==> config.mk <==
export PLATFORM = sky130hd
export DESIGN_NAME = philv_fetch_unit
export DESIGN_NICKNAME = d
export VERILOG_FILES = /design/src/rtl/philv_fetch_unit.sv
export SDC_FILE = /design/constraint.sdc
export NUM_CORES = 1
export LEC_CHECK = 0
export CORE_ASPECT_RATIO = 0.7
export CORE_MARGIN = 5
export CORE_UTILIZATION = 45
export DETAILED_ROUTE_END_ITERATION = 16
export PLACE_DENSITY = 0.72
export SYNTH_ARGS = -nofsm -noshare
export SYNTH_HDL_FRONTEND = slang
export SYNTH_SLANG_ARGS = --single-unit
==> constraint.sdc <==
create_clock -name clk -period 3.9 [get_ports clk]
set_input_delay 0.975 -clock clk [delete_from_list [all_inputs] [get_ports clk]]
set_output_delay 0.975 -clock clk [all_outputs]
set_load 0.005 [all_outputs]
==> src/rtl/philv_fetch_unit.sv <==
// philv_fetch_unit: PhilosophyV instruction fetch stage (PC, imem requests, instruction queue, redirect flush); optional perf counters under PHILV_FETCH_PERF_EN
module philv_fetch_unit #(
  parameter int N = 32,
  parameter logic [N-1:0] START_ADDR = '0,
  parameter int FIFO_DEPTH = 2
) (
  input  logic         clk,
  input  logic         rst,
  output logic         imem_req,
  output logic [N-1:0] imem_addr,
  input  logic         imem_ready,
  input  logic         imem_rvalid,
  input  logic [N-1:0] imem_rdata,
  input  logic         redirect_valid,
  input  logic [N-1:0] redirect_addr,
  output logic         id_valid,
  input  logic         id_ready,
  output logic [N-1:0] id_instr,
  output logic [N-1:0] id_pc
`ifdef PHILV_FETCH_PERF_EN
  ,
  output logic [31:0]  perf_fetched,
  output logic [31:0]  perf_stall
`endif
);
  localparam int AW = $clog2(FIFO_DEPTH);
  localparam int CW = AW + 1;
  typedef enum logic {RUN, FLUSH} state_t;
  state_t state, state_nx;
  logic [N-1:0] pc, pc_nx;
  logic [CW-1:0] outst, outst_nx, cnt, cnt_nx;
  logic [AW-1:0] wp, rp;
  logic [N-1:0] q_instr [FIFO_DEPTH];
  logic [N-1:0] q_pc [FIFO_DEPTH];
  logic acc, dec, push, pop;
  // Credit-limited request issue, response filtering and next-state; in RUN the oldest outstanding request sits at pc - 4*outst
  always_comb begin
    imem_req = !rst && state == RUN && !redirect_valid && (outst + cnt < CW'(FIFO_DEPTH));
    imem_addr = rst ? START_ADDR : pc;
    acc = imem_req & imem_ready;
    dec = imem_rvalid && outst != '0;
    push = dec && state == RUN && !redirect_valid;
    id_valid = !rst && cnt != '0;
    id_instr = id_valid ? q_instr[rp] : '0;
    id_pc = id_valid ? q_pc[rp] : '0;
    pop = id_valid & id_ready;
    outst_nx = outst + CW'(acc) - CW'(dec);
    cnt_nx = redirect_valid ? '0 : cnt + CW'(push) - CW'(pop);
    pc_nx = redirect_valid ? (redirect_addr & ~N'(3)) : acc ? pc + N'(4) : pc;
    state_nx = outst_nx == '0 ? RUN : redirect_valid ? FLUSH : state;
  end
  // Control state: PC, outstanding/stale count, queue occupancy and pointers
  always_ff @(posedge clk) begin
    if (rst) begin
      state <= RUN;
      pc <= START_ADDR;
      outst <= '0;
      cnt <= '0;
      wp <= '0;
      rp <= '0;
    end else begin
      state <= state_nx;
      pc <= pc_nx;
      outst <= outst_nx;
      cnt <= cnt_nx;
      wp <= redirect_valid ? '0 : wp + AW'(push);
      rp <= redirect_valid ? '0 : rp + AW'(pop);
    end
  end
  // Queue storage; the credit rule guarantees a free slot on every push
  always_ff @(posedge clk) begin
    if (push) begin
      q_instr[wp] <= imem_rdata;
      q_pc[wp] <= pc - (N'(outst) << 2);
    end
  end
`ifdef PHILV_FETCH_PERF_EN
  // Pop count and decode-starved cycles, wrapping at 2^32
  always_ff @(posedge clk) begin
    if (rst) begin
      perf_fetched <= '0;
      perf_stall <= '0;
    end else begin
      perf_fetched <= perf_fetched + 32'(pop);
      perf_stall <= perf_stall + 32'(id_ready & ~id_valid);
    end
  end
`endif
endmodule

==> CHANGELOG.md, run 1 <==
### Physical design

- Reg2reg path depth: 5
- Top comb family, area: simple AND/OR/NAND/NOR gates
- Signal inverters: 20
- Pre-CTS WS: ~0.5 ns
- FF-to-FF Start: pc[4]$_SDFFE_PP0P_
- Design area: 10230 um^2
- Setup crit end kind: output pin
- Seq/total area: 43.68%
- Pleak: 0.003409 uW
- Layout non-clock buf frac: 16.98%
- First-pass GRT wire length: 31300 um
- FILL cells: between 1000 and 1500
- Count of final hold-check violations: 0
- Critical Path Stages: 5
- DIE HEIGHT: 120.1 um
- Complex Gates by Area: 6.835%
- Post-synth regs: 161
- Chip Area: 20100 um^2
- Mapped Cells: ~700
- Ratio of final minimum period to clock period: 89.01%
- Non-filler cells, final: roughly 1100
- Critical Path Sink: imem_addr[30]
- Top power group: registers
- Comb area: between 3000 and 4000 um^2
- Power Sequential: 2100 uW
- Init Core Util: between 40% and 50%
- Layout Area Growth over Synthesis: 31.16%
- Detail Route Antenna Nets: 0
- Die width: about 170 um
- DR top layer: met4
- Port Buffers: 161
- Worst slew pin tran: 0.8834 ns
- FF+latch count: 161
- Critical path origin: rst
- Clk sinks: 161
- Drt wl/cell: 18.55 um
- Routability-driven placement congestion ratio: 0.8708
- Worst VDD drop: ~0.31 mV
- Clk cell area share: 6.275%
- Nets@finish: 918
- # H-tree levels: 4
- Worst setup path class: input port to output pin
- Switching power: between 1000 and 1500 uW
- Normalized max-slew margin: between 40 and 50%
- DR WL met3: around 1900 um
- P_int: 3464 uW
- Gr usage total: 19.68%
- Cell area after synthesis: 7799 um^2
- Seq share, synth: 57.24%
- CP cell instances: buf_2 -> buf_4 -> nand2b_1 -> inv_1 -> clkdlybuf4s50_1
- Logic pwr share: 15.4%
- Storage cell area: 4468 um^2
- CP max FO: 71
- Biggest Area Class: flip-flops and latches
- Drt pass-1 iters: 5
- Area share, top type: 47.75%
- Crit start category: input port
- Status: finished clean
- Main synth FF type: edfxtp_1
- GRT overflow: 0
- Global-route met2 utilization: 30.26%
- Clock buf count: 19
- Total core area: 17070 um^2
- Antenna violations before repair: 0
- Final worst slack: 0.4287 ns
-- run 1: cells in the final DEF, fill, tap and decap left out, types with 13 or more instances in the layout --
master           instances
nand3_1                 17
xnor2_1                 19
xor2_1                  18
dfxtp_1                 36
clkdlybuf4s50_1        160
nor3_1                  24
nand2_1                 45
nor2b_1                 23
clkbuf_16               17
nor2_1                  97
edfxtp_1               124
inv_1                   19
a31oi_1                 13
mux2i_1                 63
-- run 1: tightest hold or removal path: stages, from the launching register on --
cell and delay [ns]:
dfxtp_1 0.31, inv_1 0.06, ha_2 0.15, nor3_1 0.04
-- run 1: flip-flops by register name, indices dropped and copies added, names as in the netlist --
signal and flops:
cnt 2, outst 2, pc 30, q_instr 64, q_pc 60, rp 1, state 1, wp 1
Figure 1. Met2 routing (run 1).
Scale: 3 px per um.
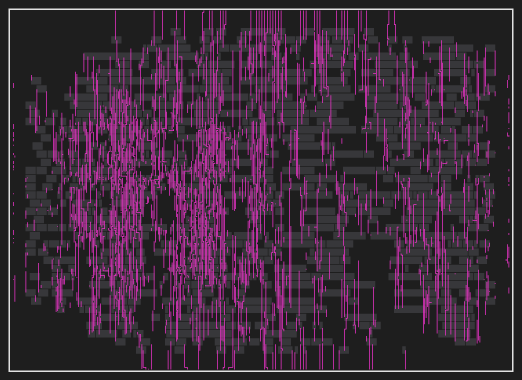
wire length on this layer = 8850 um
longest straight run = 51.0 um
nets with wire on the layer = 776

Figure 2. Signal metal coverage by tile (run 1).
Scale: 2 px per um. The die is cut into 33 by 24 equal tiles; dark blue is low, red is high, scaled to the fullest tile. Values are wire area over tile area, all layers added.
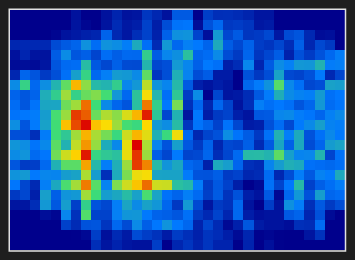
emptiest ninth of the die = south-east
mean over tiles = 0.17
nearly empty tiles = 12%

Figure 3. Track usage over the die (run 1).
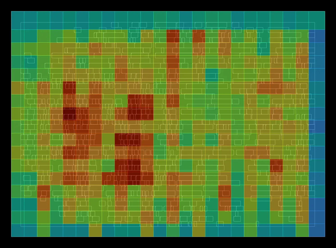
Core Util, Final: 59.93%
grt peak-use layer: met2

==> run 2, diff against run 1 <==
--- a/config.mk
+++ b/config.mk
@@ -5,8 +5,8 @@
 export SDC_FILE = /design/constraint.sdc
 export NUM_CORES = 1
 export LEC_CHECK = 0
+export CAP_MARGIN = 20
 export CORE_ASPECT_RATIO = 0.7
-export CORE_MARGIN = 5
 export CORE_UTILIZATION = 45
 export DETAILED_ROUTE_END_ITERATION = 16
 export PLACE_DENSITY = 0.72
Figure 4. Track usage over the die (run 2).
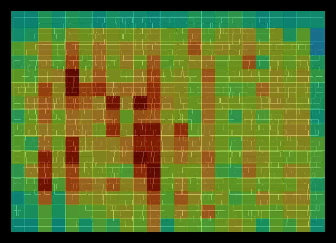
met3 Usage GRT: 4.878%
met1 usage: 30.01%
Core Util, Final: 61.32%
gr usage total: 22.04%
global-route met2 utilization: 34.74%

==> run 2 against run 1 <==
  * Setup slack improved by 0.081 ns
  * Sequential share of layout area rose by 0.11 points
  * Global-route usage rose by 2.4 points
  * Count of clock-buffer cells in the layout fell by 2
  * Register-to-register slack got worse by 0.08 ns
  * First-iteration DRC count fell by 5.4%
  * Largest cell class unchanged
  * Largest power group unchanged
  * Highest routed layer unchanged
==> CHANGELOG.md, run 2 <==
### Physical design

- Biggest Area Class: flip-flops and latches
- Seq share, synth: 57.24% (unchanged)
- Setup crit end kind: output pin
- Nets@finish: 919 (+0.11%)
- Routability-driven placement congestion ratio: 0.8764 (+0.64%)
- Storage cell area: 4468 um^2 (unchanged)
- Chip Area: 17870 um^2 (-11%)
- Port Buffers: 161 (unchanged)
- Biggest regs: q_instr: 64 flops, q_pc: 60 flops, pc: 30 flops
- Crit start category: input port
- Ratio of final minimum period to clock period: 86.92% (-2.1 points)
- Cell area after synthesis: 7799 um^2 (unchanged)
- DIE HEIGHT: 112.1 um (-6.7%)
- Pre-CTS WS: 0.5330 ns (+0.04555 ns)
- Init Core Util: 46.87% (+1.2 points)
- Clk sinks: 161 (unchanged)
- FF-to-FF Start: pc[4]$_SDFFE_PP0P_
- GRT overflow: 0 (unchanged)
- Critical Path Stages: 3 (-2)
- Most numerous logic cell after layout: clkdlybuf4s50_1
- Layout non-clock buf frac: 17.09% (+0.12 points)
- Largest register by flop count: q_instr
- Worst slew pin tran: 0.8862 ns (+0.002737 ns)
- FF+latch count: 161 (unchanged)
- Total core area: 16640 um^2 (-2.5%)
- Critical Path Sink: imem_req
- FILL cells: 1337 (-2.6%)
- Status: finished clean
- Post-synth regs: 161 (unchanged)
- Mapped Cells: 701 (unchanged)
- First-pass GRT wire length: 30470 um (-2.6%)
- Drt wl/cell: 17.78 um (-4.2%)
- Non-filler cells, final: 1077 (-0.46%)
- Comb area: 3018 um^2 (unchanged)
- Drt pass-1 iters: 7 (+2)
- CP cell instances: clkdlybuf4s50_1 -> nor4_1 -> clkdlybuf4s50_1
- Reg2reg path depth: 5 (unchanged)
- Layout Area Growth over Synthesis: 30.84%
- # H-tree levels: 4 (unchanged)
- Area share, top type: 47.75% (unchanged)
- Worst VDD drop: 0.2804 mV (-8.5%)
Figure 5. Metal 3 (run 2).
Scale: 3 px per um.
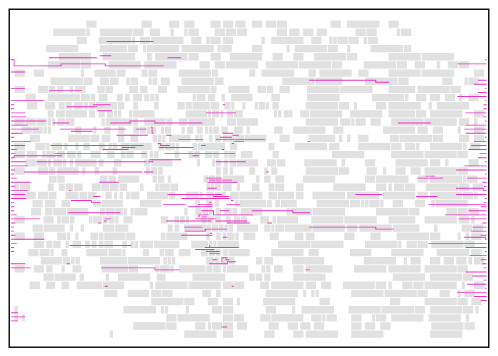
share of all routed wire = 6.9%
nets with wire on the layer = 166

==> run 2: cell counts after synthesis <==
Identical to the previous run, type by type.
==> run 2: logic make-up after synthesis <==
| logic type | after synthesis | synth area share, % |
|---|---|---|
| flops | 161 | 57.24 |
| other cells | 1 | 0.04808 |
| mux | 63 | 8.086 |
| simple gates | 273 | 17.66 |
| buf+inv | 80 | 4.267 |
| xor+xnor | 37 | 4.155 |
| fa+ha+maj | 10 | 1.701 |
| compound gates | 76 | 6.835 |
==> run 2: where the power goes <==
| group | internal [uW] | leakage (uW) | switching, uW |
|---|---|---|---|
| Combinational | 315 | 0.00167 | 399 |
| Sequential | 2010 | 0.00143 | 90.0 |
| Clock | 974 | 0.000295 | 754 |
| Total | 3300 | 0.00340 | 1240 |
Figure 6. Pin placement (run 2).
Scale: 3 px per um. Pins as bars across the die edge, other pins in gray.
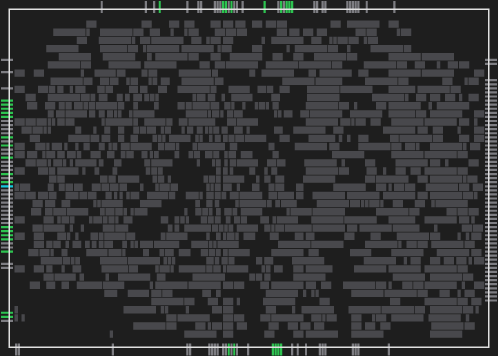

==> run 3, diff against run 2 <==
--- a/config.mk
+++ b/config.mk
@@ -9,7 +9,8 @@
 export CORE_ASPECT_RATIO = 0.7
 export CORE_UTILIZATION = 45
 export DETAILED_ROUTE_END_ITERATION = 16
-export PLACE_DENSITY = 0.72
+export DONT_BUFFER_PORTS = 1
+export PLACE_DENSITY = 0.6
 export SYNTH_ARGS = -nofsm -noshare
 export SYNTH_HDL_FRONTEND = slang
 export SYNTH_SLANG_ARGS = --single-unit
Figure 7. Pin placement (run 3).
Scale: 3 px per um. Pins as bars across the die edge, other pins in gray.
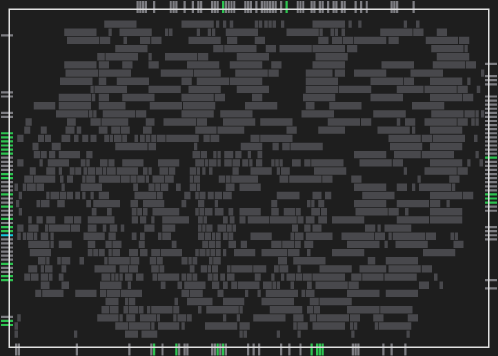
cyan -> redirect_valid  # pins 1, direction input, edge west
green -> imem_addr  # pins 32, direction output, edge 18 west, 8 south, 4 east, 2 north
Port Buffers: 0
DIE HEIGHT: 112.1 um
die width: 159.3 um

Figure 8. Track usage over the die (run 3).
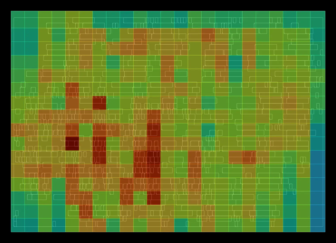
met3 Usage GRT: 7.243%
gr usage total: 20.65%

==> run 3 against run 2 <==
  * Sequential power is essentially flat
  * Sequential cell count stayed put
  * Area after synthesis unchanged
  * Wire length fell by 6.4%
  * Largest power group unchanged
  * Register-to-register slack improved by 0.15 ns
==> CHANGELOG.md, run 3 <==
### Physical design

- Status: finished clean
- # H-tree levels: 4 (unchanged)
- Crit start category: input port
- Drt pass-1 iters: 5 (-2)
- Seq share, synth: 57.24% (unchanged)
- Pre-CTS WS: 0.7451 ns (+0.2120 ns)
- Area share, top type: 47.75% (unchanged)
- Largest net degree at the start of global routing: roughly 75
- FF-to-FF Start: outst[1]$_SDFF_PP0_
- Yosys adder share: 1.701% (unchanged)
- Mapped Cells: 701 (unchanged)
- Synth mux share: 8.086% (unchanged)
- Ratio of final minimum period to clock period: 80.53% (-6.4 points)
- Clk network pwr share: 40.0% (+2.0 points)
- Total core area: 16640 um^2 (unchanged)
- Reg2reg path depth: 7 (+2)
- Drt wl/cell: 19.68 um (+11%)
- Chip Area: 17870 um^2 (unchanged)
- Critical Path Stages: 3 (unchanged)
- First-pass GRT wire length: 28010 um (-8.1%)
- Final hold slack: around 0.56 ns
- Worst VDD drop: 0.2424 mV (-14%)
- Switching share of power: 25.47% (-1.9 points)
- Max-slew violations: 0
- Nets@finish: 753 (-18%)
- Most numerous logic cell after layout: edfxtp_1
- Logic pwr share: 12.6% (-3.1 points)
- Critical Path Sink: id_instr[18]
- Top-level port count: 168
- Clk slew on worst S/H paths: 0.06 ns
- Setup crit end kind: output pin
- Worst-Skew Late Latency: 0.43 ns
- Top comb family, area: simple AND/OR/NAND/NOR gates
- CP cell instances: or2_2 -> buf_4 -> nor2_1
- Complex Gates by Area: 6.835% (unchanged)
- Non-filler cells, final: 911 (-15%)
- Slowest cell on the critical path: or2_2
- P_int: 3302 uW (about the same)
- Core Util, Final: 51.61% (-9.7 points)
- Seq pwr share: 47.4% (+1.1 points)
- Vias in the first global route: 5068
- Post-synth regs: 161 (unchanged)
- Placement Rows: 39
- Switching power: 1128 uW (-9.2%)
- Worst slew pin tran: 0.8836 ns (-0.002622 ns)
- Init Core Util: 46.87% (unchanged)
- Basic Gates by Area: 17.66% (unchanged)
- Routability-driven placement congestion ratio: 0.8465 (-3.4%)
- Layout Area Growth over Synthesis: 10.11%
- Cell area after synthesis: 7799 um^2 (unchanged)
- GRT overflow: 0 (unchanged)
- Xor/xnor share of the synthesized area: 4.155% (unchanged)
- Largest register by flop count: q_instr
- CTS tree: done
- Clk sinks: 161 (unchanged)
==> run 3: area by class of cell <==
cell class              instances  area [um^2]
fillers                      1465         8053
well taps                     225        281.5
multi-input cells             463         3018
repair buffers                 10        112.6
inverters                      20        75.07
flip-flops and latches        161         4468
clock inverters                14        202.7
clock buffers                  18        429.2
==> run 3: per-layer routing <==
layer	vias up	share of wire (%)	GRT usage, %
met5	-	0	0
met4	0	1.8	6.923
li1	2466	-	-
met1	2519	46	28.44
met3	25	8.5	7.243
met2	203	43	30.32
==> run 3: power groups by stage <==
stage	logic [uW]	clock network [uW]	registers, uW
detailed placement	559	0	2130
global placement	548	0	2130
floorplan	465	0	2090
global route	622	1880	2110
CTS	562	1800	2100
finish	559	1770	2100
Power and IR drop assume default switching activity.
